pinout.png
Pins as bars across the die edge, other pins in grey.
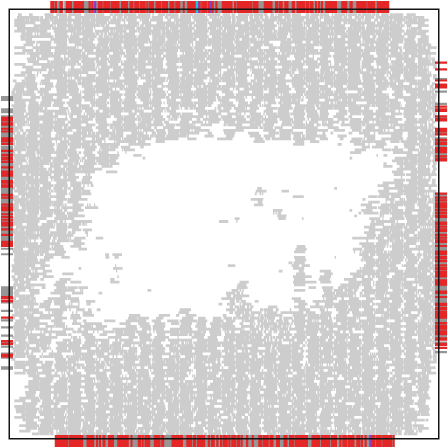
placed.png
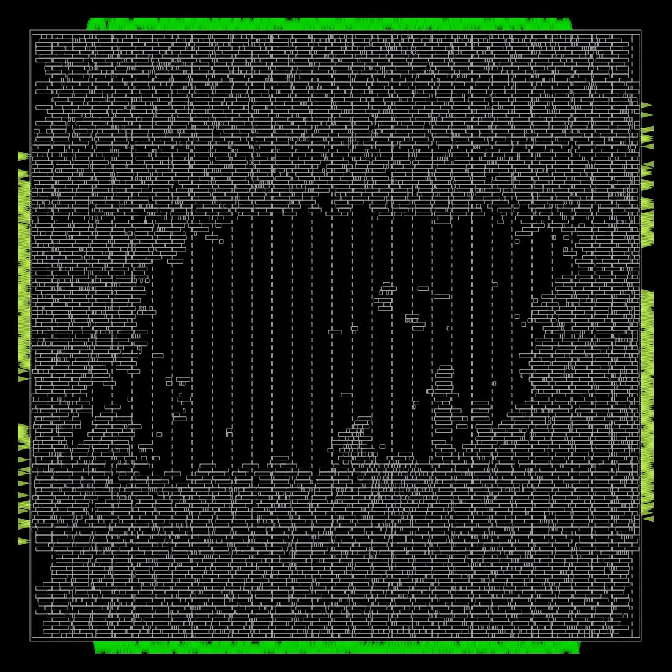
Design reshaper_job_sched, sky130hd; sources not shown.
==> impl_metrics.env <==
# physical design summary
export IMPL_outcome="completed"
export IMPL_power_share_clock=0.263
export IMPL_pwr_share_seq=0.446
export IMPL_dr_wl_met3_um=18200
export IMPL_cts_setup_buffers=0
export IMPL_min_path_type="input pin to asynchronous set/reset pin"
export IMPL_cts_made_buffers=226
export IMPL_largest_reg_flops=1936
export IMPL_clock_sinks=2458
export IMPL_path_class="register to register"
export IMPL_crit_path_end_kind="register"
export IMPL_holdWs_ps=371
export IMPL_synthTopCellsByCount="edfxtp_1, nand2_1, dfrtp_1"
export IMPL_reg2reg_slack_ps=7830
export IMPL_area_delta_synth_final_pct=22.9
export IMPL_syn_area_per_cell_um2=18.7
export IMPL_nClkBuffers=305
export IMPL_fillers=11067
export IMPL_grt_busiest_layer="met2"
export IMPL_comb_cells=2124
export IMPL_ys_seq_share=0.791
export IMPL_drv_slew=0
export IMPL_core_area_um2=175000
export IMPL_dp_cells=7967
export IMPL_finalCriticalPeriod_ps=4370
export IMPL_clock_root_buffer="clkbuf_16"
export IMPL_wl_met1_um=79300
export IMPL_clockBufferDepth=3
export IMPL_skew_ps=64.8
export IMPL_hold_viol=0
export IMPL_ir_worst_vdd_mv=0.202
export IMPL_synth_xor_xnor_area_share=0.00292
export IMPL_drc=0
export IMPL_synthTopLogicFamily="multiplexers"
export IMPL_row_count=153
export IMPL_ys_sh_aoi=0.00345
export IMPL_antenna_cells=115
export IMPL_bufAreaShareNonClock=0.0958
export IMPL_fin_area_um2=111000
export IMPL_initCoreUtil=0.516
export IMPL_postSynth_asyncResetShare=0.212
export IMPL_worst_path_stages=6
export IMPL_rsz0062_at_grt="no"
export IMPL_worst_slew_pin_slew_ps=1480
export IMPL_wl_um=240000
export IMPL_fp_nets=5339
export IMPL_power_w=0.0279
export IMPL_design_portCount=1001
export IMPL_utilization=0.634
export IMPL_ff_latch_area_um2=71200
export IMPL_p_switching_w=0.00864
export IMPL_cts_resized=0
export IMPL_grt_antenna_before_repair=110
export IMPL_nNonClkInverters=13
export IMPL_htree_levels=4
export IMPL_critPathMaxStageDelay_ps=880
export IMPL_grt_use_met2=0.440
export IMPL_p_comb_frac=0.291
export IMPL_comb_power_w=0.00811
export IMPL_num_vias=49751
export IMPL_synthCells=4818
export IMPL_met1_usage=0.303
export IMPL_ys_warn_count=0
export IMPL_vias_per_cell=5.84
export IMPL_area_leaders="edfxtp_1, dfrtp_1, mux4_2"
export IMPL_use_met3=0.0540
Back to the opening pictures, pinout.png:
- cfg: red (pins 480; direction output; edge 176 top, 165 bottom, 88 right, 51 left)
- done_tag: purple (pins 4; direction output; edge 3 top, 1 bottom)
- cmd_rdy: cyan (pins 1; direction output; edge top)
Die Ht: 422 um
port bufs: 1000
Die W: 422 um

Back to the opening pictures, placed.png:
flop share of the area: 0.644
Post-Layout Cell Count: 8512

